**config.mk**
```make
export PLATFORM = sky130hd
export DESIGN_NAME = hazard_stall_controller
export DESIGN_NICKNAME = d
export VERILOG_FILES = /design/src/rtl/hazard_stall_controller.sv
export SDC_FILE = /design/constraint.sdc
export NUM_CORES = 1
export LEC_CHECK = 0
export CORE_ASPECT_RATIO = 0.9
export CORE_MARGIN = 2
export CORE_UTILIZATION = 44
export DETAILED_ROUTE_END_ITERATION = 10
export PLACE_DENSITY = 0.79
export SLEW_MARGIN = 5
export SYNTH_ARGS = -nofsm -noshare
export SYNTH_HDL_FRONTEND = slang
export SYNTH_SLANG_ARGS = --single-unit
```
**constraint.sdc**
```tcl
create_clock -name clk -period 2.1 [get_ports clk]
set_input_delay 0.21 -clock clk [delete_from_list [all_inputs] [get_ports clk]]
set_output_delay 0.21 -clock clk [all_outputs]
set_load 0.005 [all_outputs]
```
**src/rtl/hazard_stall_controller.sv**
```systemverilog
// Load-use stall, branch flush and memory-wait freeze control for the ID stage.
// Bubble length is set by LOAD_LAT; stall_count is a saturating count of held cycles.
module hazard_stall_controller #(
   parameter int REG_ADDR_W = 5,
   parameter int LOAD_LAT   = 1,
   parameter int CNT_W      = 16
) (
   input  logic                  clk,
   input  logic                  rst_n,
   input  logic [REG_ADDR_W-1:0] IF_ID_rs1,
   input  logic [REG_ADDR_W-1:0] IF_ID_rs2,
   input  logic                  IF_ID_rs1_used,
   input  logic                  IF_ID_rs2_used,
   input  logic [REG_ADDR_W-1:0] ID_EX_rd,
   input  logic                  ID_EX_memRead,
   input  logic                  EX_MEM_memRead,
   input  logic                  mem_ready,
   input  logic                  branch_taken,
   input  logic                  perf_clear,
   output logic                  clk_gate,
   output logic                  contol_signals_select,
   output logic                  IF_ID_flush,
   output logic                  pipe_freeze,
   output logic [CNT_W-1:0]      stall_count
);

   typedef enum logic {RUN, HOLD} state_t;

   localparam logic [3:0] HOLD_INIT = 4'(LOAD_LAT - 1);

   state_t     state, state_nxt;
   logic [3:0] cnt, cnt_nxt;
   logic       hz, mw;

   assign hz = ID_EX_memRead && (ID_EX_rd != '0) &&
               ((IF_ID_rs1_used && (IF_ID_rs1 == ID_EX_rd)) ||
                (IF_ID_rs2_used && (IF_ID_rs2 == ID_EX_rd)));
   assign mw = EX_MEM_memRead && !mem_ready;

   // Rows are in priority order: memory wait freezes everything, a taken branch
   // then cancels any stall, otherwise the hold counter or a fresh hazard stalls.
   always_comb begin
      clk_gate              = 1'b1;
      contol_signals_select = 1'b1;
      IF_ID_flush           = 1'b0;
      pipe_freeze           = 1'b0;
      state_nxt             = state;
      cnt_nxt               = cnt;
      if (!rst_n) begin
         state_nxt = RUN;
         cnt_nxt   = '0;
      end else if (mw) begin
         pipe_freeze = 1'b1;
         clk_gate    = 1'b0;
      end else if (branch_taken) begin
         IF_ID_flush           = 1'b1;
         contol_signals_select = 1'b0;
         state_nxt             = RUN;
         cnt_nxt               = '0;
      end else if (state == HOLD) begin
         clk_gate              = 1'b0;
         contol_signals_select = 1'b0;
         cnt_nxt               = cnt - 4'd1;
         if (cnt == 4'd1) state_nxt = RUN;
      end else if (hz) begin
         clk_gate              = 1'b0;
         contol_signals_select = 1'b0;
         if (LOAD_LAT > 1) begin
            state_nxt = HOLD;
            cnt_nxt   = HOLD_INIT;
         end
      end
   end

   always_ff @(posedge clk) begin
      if (!rst_n) begin
         state <= RUN;
         cnt   <= '0;
      end else begin
         state <= state_nxt;
         cnt   <= cnt_nxt;
      end
   end

   // perf_clear wins over the increment; the counter sticks at all-ones.
   always_ff @(posedge clk) begin
      if (!rst_n || perf_clear) begin
         stall_count <= '0;
      end else if (!clk_gate && (stall_count != {CNT_W{1'b1}})) begin
         stall_count <= stall_count + 1'b1;
      end
   end

endmodule

```
**Run 1: cell sizes after repair**

The bar under the picture is 20 um long.
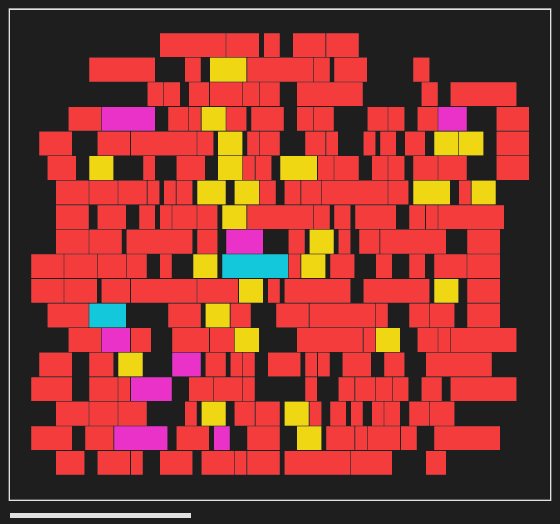
yellow -> x3 and x4  # cells 25
magenta -> x2  # cells 8
cyan -> x6 and larger  # cells 2
red -> x1 and smaller  # cells 183

**Run 1: congestion heat map**

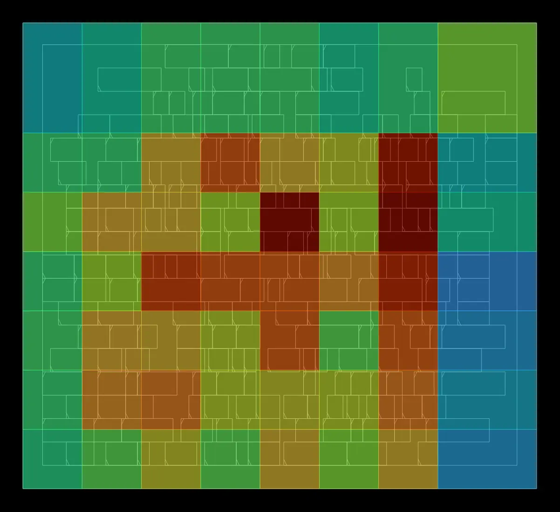
GR peak layer: met2
GR Layer Usage met2: 0.418
total global-route track usage: 0.221
WL/cell: 14.0 um
met3 usage in global routing: 0.0355

==> ci_impl_report.md, run 1 <==
### Flow metrics

| Metric | Value |
|---|---|
| Run status | `finished clean` |
| Met1 WL | `1350 um` |
| Number of diodes | `0` |
| First-pass GRT wire length | `5350 um` |
| Crit-path cells | `clkdlybuf4s50_1, xnor2_2, nand4_1, o22ai_2, nand4bb_1, and2_4, buf_12, or4_4, a21oi_2` |
| Vias | `1362` |
| Yosys Chip Area | `1230 um^2` |
| Crit path max-delay family | `simple AND/OR/NAND/NOR gates` |
| Top cell type by total area after synthesis | `dfxtp_1` |
| Power density cells | `403 nW/um^2` |
| ClkCell Share | `0.0138` |
| Seq. pwr | `0.411 mW` |
| Total gr overflow | `0` |
| Period Utilization, post-route | `0.968` |
| Final design utilization | `0.706` |
| Avg Synthesized Cell Area | `7.90 um^2` |
| Max Buffers Root-to-Sink | `2` |
| Worst vdd ir | `0.239 mV` |
| Multi-In Gates | `126` |
| Clock Skew | `0.00510 ns` |
| Hold wc startpoint | `state$_SDFFE_PN0N_` |
| CP Class | `input port to flip-flop` |
| Total CTS buffers | `3` |
| Tap cells | `30` |
| Hold Buf Count CTS | `0` |
| Hold endpoint | `state$_SDFFE_PN0N_` |
| Largest class | `combinational gates` |
| DR pass1 iterations | `4` |
| Post-Synthesis Net Count | `183` |
| Met2 wire len | `1920 um` |
| CTS tree | `done` |
| Critical Path Sink | `stall_count[9]$_SDFFE_PP0P_` |
| NonClk Buf Share | `0.313` |
| Synth top cells by count | `dfxtp_1 (21), nand2_1 (16), a21oi_1 (14), xnor2_1 (14), nor2_1 (11)` |
| Synth warn | `0` |
| Reg power frac | `0.533` |
| Die Wd | `59.8 um` |
| HPWL Detailed | `2710 um` |
| #FFs+latches synth | `21` |
| Crit Path Max Fanout | `23` |
| Post-route ant nets | `0` |
| Initial drt markers | `54` |
| Comb area share | `0.426` |
| M1 GR Usage | `0.246` |
| Max-Cap Viols | `0` |
| Asr flop ratio synth | `0` |
| DR top layer | `met4` |
| CP Launch Point | `IF_ID_rs2[3]` |
| Most common cell in the netlist | `dfxtp_1` |
| Cell variety after synth | `36` |
| Min Tclk post-route | `2.03 ns` |
| Cells after Synth | `156` |
| Max_slew headroom | `0.625` |
| Seq/total area | `0.220` |
| Arr. time, crit path | `2.28 ns` |
| Crit-path max cell delay | `0.52 ns` |
| Non-CTS buffers | `63` |
| Final Non-Filler Cells | `248` |
| Post-synth EDFFs | `0` |
| Pre-CTS setup slack | `-0.454 ns` |
| DP Area | `1840 um^2` |
| Fp util | `0.456` |
| Leakage Power | `0.707 nW` |
| Row count | `18` |
| Sw Pwr | `0.198 mW` |
| CP required | `2.35 ns` |
| Clock Power Share | `0.261` |
| Power Total | `0.770 mW` |
| Final net count | `246` |
| DRC | `0` |
| RR Startpoint | `stall_count[0]$_SDFFE_PP0P_` |
| Die y size | `54.2 um` |
| Core ar. | `2700 um^2` |
| Vias in the first global route | `1276` |
| Die area | `3240 um^2` |
| Largest regs | `stall_count: 16 flops, cnt: 4 flops, state: 1 flops` |
| Top cells by area | `dfxtp_1 (34%), xnor2_1 (9.9%), a21oi_1 (5.7%), nand2_1 (4.9%), or3_1 (4.6%)` |
| Worst Max-Slew Pin Slew | `0.556 ns` |
| Via density | `5.49` |
| Clock Buffer Count | `4` |
| Max reg flops | `16` |
| Post-Syn Area | `1230 um^2` |
| # IOs | `44` |
| Final Hold Fails | `0` |
| P_int | `0.572 mW` |
| Commonest flop | `dfxtp_1` |
| Placer Congestion | `0.780` |
| Buf/Inv on CP | `2` |
| Critical path endpoint category | `flip-flop` |
| Highest-power group | `registers` |
| I/O Buffers | `43` |
| Sink Count | `21` |
| Setup TNS | `0 ns` |
| Total wire length | `3470 um` |
| Area grow syn2layout | `54.8%` |
| Comb group | `0.158 mW` |
| Reg2Reg Depth | `8` |
| Final WS setup | `0.0666 ns` |
| Finished Cell Area | `1910 um^2` |
| Post-cts resize count | `11` |
| R2R Path End | `stall_count[9]$_SDFFE_PP0P_` |
| Initial antenna violation count | `0` |
| Total placed cells including tap cells | `244` |
| Slowest-stage cell, CP | `clkdlybuf4s50_1` |
| # fillers | `237` |
| Post-CTS setup buffers | `0` |
| Clock slew at reported path FFs | `0.12 ns` |
| WP depth | `9` |
| Clock root buffer | `clkbuf_4` |
| Fin Hold WS | `0.494 ns` |
| Largest net degree at the start of global routing | `24` |
| Setup Viol. Count Final | `0` |
| Fraction of layout cells with a size suffix above 1 | `0.161` |
| Hold Crit Depth | `2` |
| Power Clock | `0.201 mW` |
| FF+latch area | `420 um^2` |
| Min-Delay Path Class | `flip-flop to flip-flop` |
| Logic gate share of total power | `0.205` |
| Yosys Instances | `156` |
| Met3 routed WL | `155 um` |
| Internal reg-to-reg setup slack | `0.09 ns` |
**Run 1: the metal 2 layer**

The bar under the picture is 20 um long. Cells faint in the background.
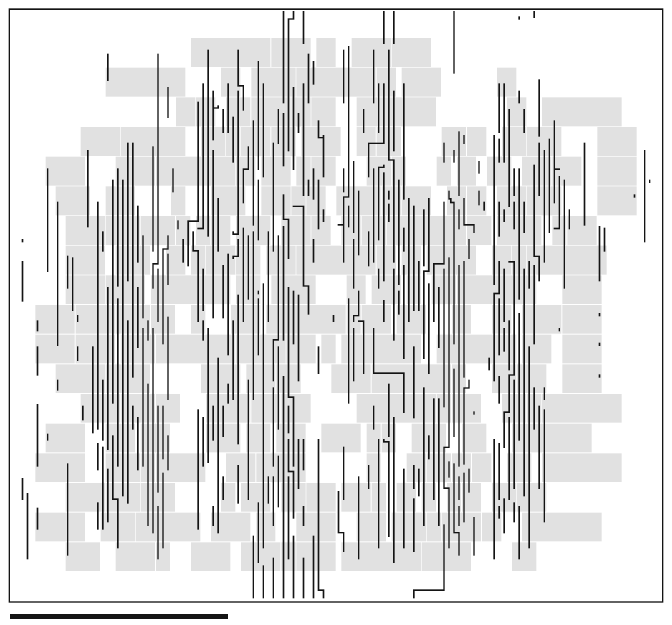
nets with wire on the layer = 221
main direction = vertical
share of all routed wire = 55%
longest straight run = 28.9 um
wire length on this layer = 1920 um

## run 1: cell usage in the layout, fill, tap and decap left out, types with 2 or more instances in the layout
cell	instances
a21oi_1	13
and3_1	2
buf_4	18
clkbuf_4	3
clkdlybuf4s50_1	36
dfxtp_1	21
dlygate4sd2_1	2
dlymetal6s2s_1	3
ha_1	3
inv_1	4
nand2_1	16
nand2b_1	2
nand3_1	6
nand4_1	6
nor2_1	11
nor2b_1	5
nor3_1	3
o21ai_0	10
o31ai_1	2
or3_1	9
or4_1	3
xnor2_1	12
xnor2_2	2
## run 1: cells by family after synthesis
kind of cell,share of synthesized area
AOI/OAI and AO/OA,0.164
xor gates and xnor gates,0.0995
adders and majority gates,0.0305
buffers and inverters,0.0325
DFF,0.341
muxes,0.00812
and+or+nand+nor,0.324
==> run 1 -> run 2 <==
- ABC_CLOCK_PERIOD_IN_PS: unset -> 2100
- SLEW_MARGIN: 5 -> unset
**Run 2: cell sizes after repair**

The bar under the picture is 20 um long.
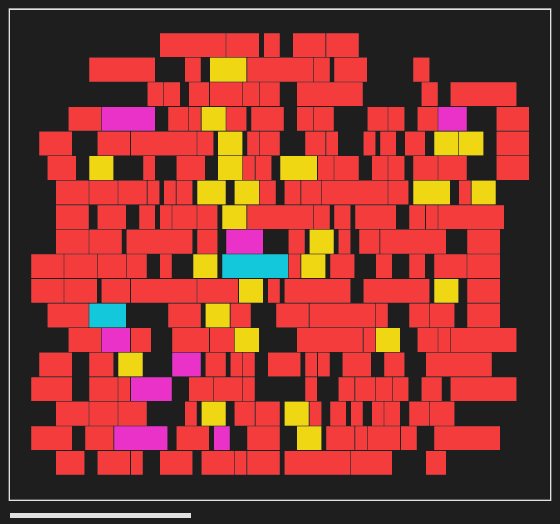
yellow -> x3 and x4  # cells 25
magenta -> x2  # cells 8
red -> x1 and smaller  # cells 183
cyan -> x6 and larger  # cells 2

==> run 2 against run 1 <==
Against the previous run: via count did not move; core utilization did not move; total power did not move; worst setup slack did not move; global-route usage did not move; design area did not move; first-iteration DRC count did not move; register-to-register slack barely moved; largest cell class unchanged; highest routed layer unchanged.
==> ci_impl_report.md, run 2 <==
### Flow metrics

| Metric | Value |
|---|---|
| Min Tclk post-route | `2.03 ns (unchanged)` |
| Total CTS buffers | `3 (unchanged)` |
| Core ar. | `2700 um^2 (unchanged)` |
| Setup Viol. Count Final | `0 (unchanged)` |
| Most common cell in the netlist | `dfxtp_1` |
| Critical path endpoint category | `flip-flop` |
| CP Class | `input port to flip-flop` |
| Finished Cell Area | `1910 um^2 (unchanged)` |
| Worst vdd ir | `0.239 mV (unchanged)` |
| Cell variety after synth | `36 (unchanged)` |
| # IOs | `44 (unchanged)` |
| Post-Syn Area | `1230 um^2 (unchanged)` |
| Adder Share, Synth | `0.0305 (unchanged)` |
| Comb group | `0.158 mW (about the same)` |
| Highest-power group | `registers` |
| I/O Buffers | `43 (unchanged)` |
| CP Launch Point | `IF_ID_rs2[3]` |
| Top cells by area | `dfxtp_1 (34%), xnor2_1 (9.9%), a21oi_1 (5.7%), nand2_1 (4.9%), or3_1 (4.6%)` |
| Num sequential | `21` |
| FF+latch area | `420 um^2 (unchanged)` |
| Hold Crit Depth | `2 (unchanged)` |
| Initial antenna violation count | `0 (unchanged)` |
| Non-CTS buffers | `63 (unchanged)` |
| Row count | `18 (unchanged)` |
| Die y size | `54.2 um (unchanged)` |
| Compound Share, Synth | `0.164 (unchanged)` |
| Die Wd | `59.8 um (unchanged)` |
| WP depth | `9 (unchanged)` |
| Clock Power Share | `0.261 (about the same)` |
| Power density cells | `403 nW/um^2 (unchanged)` |
| Number of diodes | `0 (unchanged)` |
| Synth top cells by count | `dfxtp_1 (21), nand2_1 (16), a21oi_1 (14), xnor2_1 (14), nor2_1 (11)` |
| Commonest Layout Cell | `clkdlybuf4s50_1` |
| Period Utilization, post-route | `0.968 (unchanged)` |
| Crit path launch type | `input port` |
| CTS tree | `done` |
| Post-synth EDFFs | `0 (unchanged)` |
| Yosys Chip Area | `1230 um^2 (unchanged)` |
| Yosys simple share | `0.324 (unchanged)` |
| Post-Synthesis Net Count | `183 (unchanged)` |
| Latest clock arrival within the worst-skew pair | `0.31 ns` |
| Total gr overflow | `0 (unchanged)` |
| Seq. pwr | `0.411 mW (about the same)` |
| Total global-route track usage | `0.221 (unchanged)` |
| Hold endpoint | `state$_SDFFE_PN0N_` |
| Sink Count | `21 (unchanged)` |
| Slowest-stage cell, CP | `clkdlybuf4s50_1` |
| Crit Path Max Fanout | `23 (unchanged)` |
| Crit path max-delay family | `simple AND/OR/NAND/NOR gates` |
| Log Warnings | `27` |
| HPWL Detailed | `2710 um (unchanged)` |
| First-pass GRT wire length | `5350 um (unchanged)` |
| # fillers | `237 (unchanged)` |
| Final Hold Fails | `0 (unchanged)` |
| ClkCell Share | `0.0138 (unchanged)` |
| Power Clock | `0.201 mW (about the same)` |
| Run status | `finished clean` |
| Max Buffers Root-to-Sink | `2 (unchanged)` |
| Reg power frac | `0.533 (about the same)` |
| Fp util | `0.456 (unchanged)` |
| Hold wc startpoint | `state$_SDFFE_PN0N_` |
| #FFs+latches synth | `21 (unchanged)` |
| XORs/XNORs by Area | `0.0995 (unchanged)` |
| Max reg flops | `16 (unchanged)` |
| Power Total | `0.770 mW (unchanged)` |
| Vias in the first global route | `1276 (unchanged)` |
| Dominant logic cell types in the final layout | `clkdlybuf4s50_1 (36), dfxtp_1 (21), buf_4 (18)` |
| DR pass1 iterations | `4 (unchanged)` |
| Mux share | `0.00812 (unchanged)` |
| Total wire length | `3470 um (unchanged)` |
| P_int | `0.572 mW (unchanged)` |
| Clock Buffer Count | `4 (unchanged)` |
| Largest regs | `stall_count: 16 flops, cnt: 4 flops, state: 1 flops` |
| Largest class | `combinational gates` |
| NonClk Buf Share | `0.313 (unchanged)` |
| Top cell type by total area after synthesis | `dfxtp_1` |
| Tap cells | `30 (unchanged)` |
| Initial drt markers | `54 (unchanged)` |
| Max-Cap Viols | `0 (unchanged)` |
| Buf/Inv on CP | `2 (unchanged)` |
| Final Non-Filler Cells | `248 (unchanged)` |
| Max_slew headroom | `0.625 (unchanged)` |
| Avg Synthesized Cell Area | `7.90 um^2 (unchanged)` |
| Seq/total area | `0.220 (unchanged)` |
| Final design utilization | `0.706 (unchanged)` |
| Setup TNS | `0 ns (unchanged)` |
| Clock root buffer | `clkbuf_4` |
| Reg2Reg Depth | `8 (unchanged)` |
| Critical Path Sink | `stall_count[9]$_SDFFE_PP0P_` |
| Synth warn | `0 (unchanged)` |
| WL/cell | `14.0 um (unchanged)` |
| Total placed cells including tap cells | `244 (unchanged)` |
| CP required | `2.35 ns (about the same)` |
| Fin Hold WS | `0.494 ns (unchanged)` |
| Yosys Instances | `156 (unchanged)` |
| Crit-path cells | `clkdlybuf4s50_1, xnor2_2, nand4_1, o22ai_2, nand4bb_1, and2_4, buf_12, or4_4, a21oi_2` |
| Placer Congestion | `0.780 (unchanged)` |
| Comb area share | `0.426 (unchanged)` |
| Min-Delay Path Class | `flip-flop to flip-flop` |
| Final WS setup | `0.0666 ns (unchanged)` |
| Leakage Power | `0.707 nW (unchanged)` |
| R2R Path End | `stall_count[9]$_SDFFE_PP0P_` |
| Cells after Synth | `156 (unchanged)` |
| Clock slew at reported path FFs | `0.12 ns (about the same)` |
| Hold Buf Count CTS | `0 (unchanged)` |
| Crit-path max cell delay | `0.52 ns (about the same)` |
| DRC | `0 (unchanged)` |
| Clock Skew | `0.00510 ns (unchanged)` |
| Post-route ant nets | `0 (unchanged)` |
| Pre-CTS setup slack | `-0.454 ns (unchanged)` |
| Worst Max-Slew Pin Slew | `0.556 ns (unchanged)` |
| Vias | `1362 (unchanged)` |
| Logic gate share of total power | `0.205 (about the same)` |
| Final net count | `246 (unchanged)` |
| Commonest flop | `dfxtp_1` |
| Via density | `5.49 (unchanged)` |
| Internal reg-to-reg setup slack | `0.09 ns (about the same)` |
| Multi-In Gates | `126 (unchanged)` |
| Largest net degree at the start of global routing | `24 (unchanged)` |
| Fraction of layout cells with a size suffix above 1 | `0.161 (unchanged)` |
| Dominant combinational family | `simple AND/OR/NAND/NOR gates` |
| Arr. time, crit path | `2.28 ns (about the same)` |
| Die area | `3240 um^2 (unchanged)` |
| Sw Pwr | `0.198 mW (unchanged)` |
| Asr flop ratio synth | `0 (unchanged)` |
| RR Startpoint | `stall_count[0]$_SDFFE_PP0P_` |
| Inverters | `4` |
| Area grow syn2layout | `54.8% (unchanged)` |
| DP Area | `1840 um^2 (unchanged)` |
**Run 2: M1 wires**

The bar under the picture is 20 um long. Supply wires on this layer in grey. Cells faint in the background.
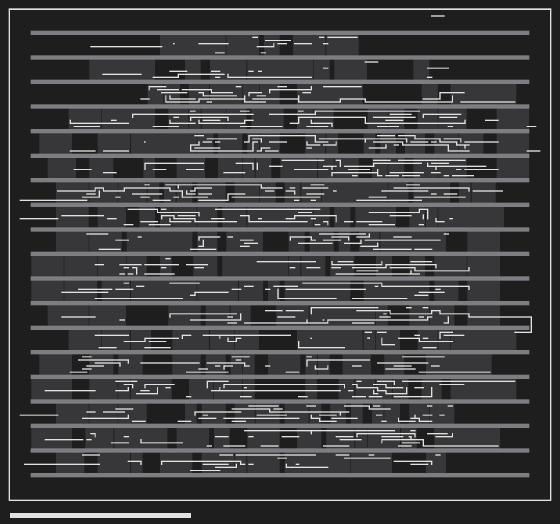
wire length on this layer = 1350 um
main direction = horizontal

[run 2: cell counts in the layout (fill, tap and decap cells not counted)]
Identical to the previous run, type by type.
[run 2: what timing repair did]
| action | CTS | global route |
|---|---|---|
| buffers inserted | 0 | 0 |
| setup endpoints to repair | 5 | 13 |
| resized | 11 | 12 |
| pin swaps | 2 | 6 |
[run 2: routing by layer]
metal | track usage | up-vias | routed length, um
met2 | 0.418 | 42 | 1920
li1 | - | 686 | -
met1 | 0.246 | 630 | 1350
met5 | 0 | - | 0
met3 | 0.0355 | 4 | 155
met4 | 0.0889 | 0 | 40
[run 2: worst register-to-register path, cell delays in order, from the launching register on]
cell and delay (ns):
dfxtp_1 0.37, ha_1 0.25, nand3_1 0.09, nor3_1 0.06, nand4bb_1 0.21, and2_4 0.20
buf_12 0.14, or4_4 0.48, a21oi_2 0.14
==> run 2 -> run 3 <==
- SLEW_MARGIN: unset -> 20
==> run 3 against run 2 <==
Against the previous run: wire length unchanged; synthesized area stayed put; clock power is essentially flat.
==> ci_impl_report.md, run 3 <==
### Flow metrics

| Metric | Value |
|---|---|
| Run status | `finished clean` |
| Crit Path Max Fanout | `23 (unchanged)` |
| Synth warn | `0 (unchanged)` |
| Die y size | `54.2 um (unchanged)` |
| Clock Skew | `0.00510 ns (unchanged)` |
| Final Hold Fails | `0 (unchanged)` |
| Setup Viol. Count Final | `0 (unchanged)` |
| Inverters | `4 (unchanged)` |
| DR top layer | `met4` |
| Largest class | `combinational gates` |
| Largest regs | `stall_count: 16 flops, cnt: 4 flops, state: 1 flops` |
| Total gr overflow | `0 (unchanged)` |
| Post-Synthesis Net Count | `183 (unchanged)` |
| Final net count | `246 (unchanged)` |
| Largest net degree at the start of global routing | `24 (unchanged)` |
| Die area | `3240 um^2 (unchanged)` |
| Dominant logic cell types in the final layout | `clkdlybuf4s50_1 (36), dfxtp_1 (21), buf_4 (18)` |
| Tap cells | `30 (unchanged)` |
| Compound Share, Synth | `0.164 (unchanged)` |
| DR pass1 iterations | `4 (unchanged)` |
| FF+latch area | `420 um^2 (unchanged)` |
| Post-Syn Area | `1230 um^2 (unchanged)` |
| ClkCell Share | `0.0138 (unchanged)` |
| Crit path max-delay family | `simple AND/OR/NAND/NOR gates` |
| Power density cells | `403 nW/um^2 (unchanged)` |
| DP Area | `1840 um^2 (unchanged)` |
| NonClk Buf Share | `0.313 (unchanged)` |
| CTS tree | `done` |
| Latest clock arrival within the worst-skew pair | `0.31 ns (about the same)` |
| Final design utilization | `0.706 (unchanged)` |
| Commonest flop | `dfxtp_1` |
| Critical path endpoint category | `flip-flop` |
| GR Layer Usage met2 | `0.418 (unchanged)` |
| Fin Hold WS | `0.494 ns (unchanged)` |
| Worst Max-Slew Pin Slew | `0.556 ns (unchanged)` |
| Setup TNS | `0 ns (unchanged)` |
| First-pass GRT wire length | `5350 um (unchanged)` |
| Initial antenna violation count | `0 (unchanged)` |
| Adder Share, Synth | `0.0305 (unchanged)` |
| WP depth | `9 (unchanged)` |
| Comb area share | `0.426 (unchanged)` |
| Die Wd | `59.8 um (unchanged)` |
| Cell variety after synth | `36 (unchanged)` |
| Seq/total area | `0.220 (unchanged)` |
| Min-Delay Path Class | `flip-flop to flip-flop` |
| Asr flop ratio synth | `0 (unchanged)` |
| Crit-path max cell delay | `0.52 ns (about the same)` |
| Hold Buf Count CTS | `0 (unchanged)` |
| Post-route ant nets | `0 (unchanged)` |
| #FFs+latches synth | `21 (unchanged)` |
| Max Buffers Root-to-Sink | `2 (unchanged)` |
| # IOs | `44 (unchanged)` |
| Top cell type by total area after synthesis | `dfxtp_1` |
| Yosys Instances | `156 (unchanged)` |
| # fillers | `237 (unchanged)` |
| Post-synth EDFFs | `0 (unchanged)` |
| Final WS setup | `0.0666 ns (unchanged)` |
| Reg2Reg Depth | `8 (unchanged)` |
| Cells after Synth | `156 (unchanged)` |
| Min Tclk post-route | `2.03 ns (unchanged)` |
| Vias | `1362 (unchanged)` |
| Slowest-stage cell, CP | `clkdlybuf4s50_1` |
| RR Startpoint | `stall_count[0]$_SDFFE_PP0P_` |
| R2R Path End | `stall_count[9]$_SDFFE_PP0P_` |
| Synth top cells by count | `dfxtp_1 (21), nand2_1 (16), a21oi_1 (14), xnor2_1 (14), nor2_1 (11)` |
| Hold Crit Depth | `2 (unchanged)` |
| Sw Pwr | `0.198 mW (unchanged)` |
| Reg power frac | `0.533 (about the same)` |
| Total global-route track usage | `0.221 (unchanged)` |
| Clock slew at reported path FFs | `0.12 ns (about the same)` |
| Num sequential | `21 (unchanged)` |
| Log Warnings | `27 (unchanged)` |
| Max_slew headroom | `0.625 (unchanged)` |
| Crit-path cells | `clkdlybuf4s50_1, xnor2_2, nand4_1, o22ai_2, nand4bb_1, and2_4, buf_12, or4_4, a21oi_2` |
| Power Total | `0.770 mW (unchanged)` |
| Met3 usage in global routing | `0.0355 (unchanged)` |
| Period Utilization, post-route | `0.968 (unchanged)` |
| Clock Buffer Count | `4 (unchanged)` |
| Buf/Inv on CP | `2 (unchanged)` |
| Pre-CTS setup slack | `-0.454 ns (unchanged)` |
| Most common cell in the netlist | `dfxtp_1` |
| Yosys simple share | `0.324 (unchanged)` |
| HPWL Detailed | `2710 um (unchanged)` |
| Fraction of layout cells with a size suffix above 1 | `0.161 (unchanged)` |
| Row count | `18 (unchanged)` |
| CP Class | `input port to flip-flop` |
| Yosys Chip Area | `1230 um^2 (unchanged)` |
| Max-Cap Viols | `0 (unchanged)` |
| Initial drt markers | `54 (unchanged)` |
| Hold endpoint | `state$_SDFFE_PN0N_` |
| Dominant combinational family | `simple AND/OR/NAND/NOR gates` |
| Multi-In Gates | `126 (unchanged)` |
| Area grow syn2layout | `54.8% (unchanged)` |
run 3: cell counts after synthesis:
Identical to the previous run, type by type.
run 3: what timing repair did:
item	CTS	global route
buffers inserted	0	0
endpoints found under the hold margin	0	0
resized	11	12
setup endpoints to repair	5	13
pin swaps	2	6
run 3: power by group through the flow:
stage | clock network [mW] | registers, mW | logic [mW]
floorplan | 0 | 0.418 | 0.0630
global placement | 0 | 0.419 | 0.144
detailed placement | 0 | 0.419 | 0.152
CTS | 0.205 | 0.410 | 0.151
global route | 0.223 | 0.411 | 0.171
finish | 0.201 | 0.411 | 0.158
run 3: worst reg2reg max path, stage by stage, from the launching register on:
cell and delay [ns]:
dfxtp_1 0.37, ha_1 0.25, nand3_1 0.09, nor3_1 0.06
nand4bb_1 0.21, and2_4 0.20, buf_12 0.14, or4_4 0.48
a21oi_2 0.14
**Run 3: cell sizes after repair**

The bar under the picture is 20 um long.
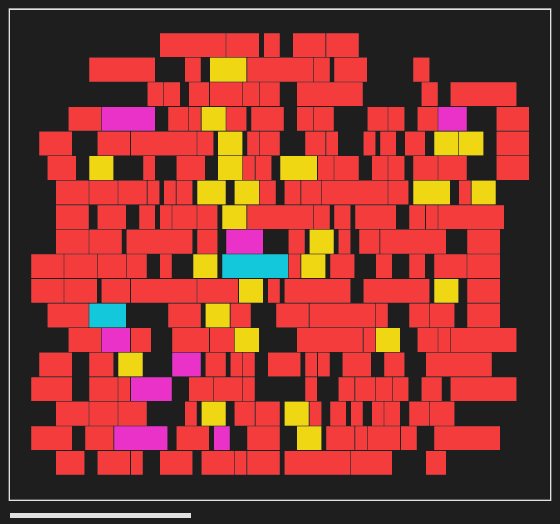
magenta -> x2  # cells 8
yellow -> x3 and x4  # cells 25
cyan -> x6 and larger  # cells 2
red -> x1 and smaller  # cells 183

**Run 3: M1 wires**

The bar under the picture is 20 um long. Supply wires on this layer in grey. Cells faint in the background.
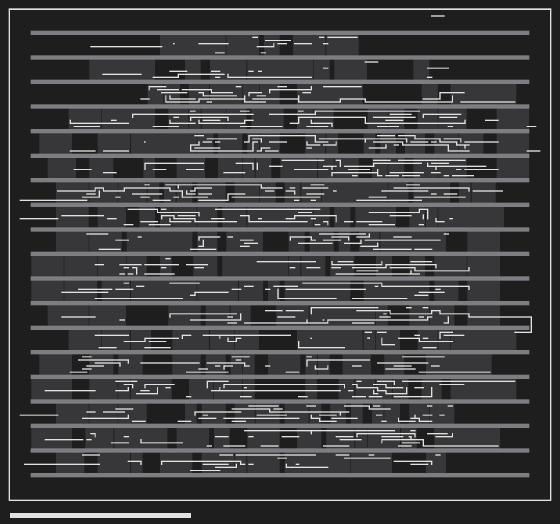
nets with wire on the layer = 213
share of all routed wire = 39%
main direction = horizontal

Power and IR drop assume default switching activity.
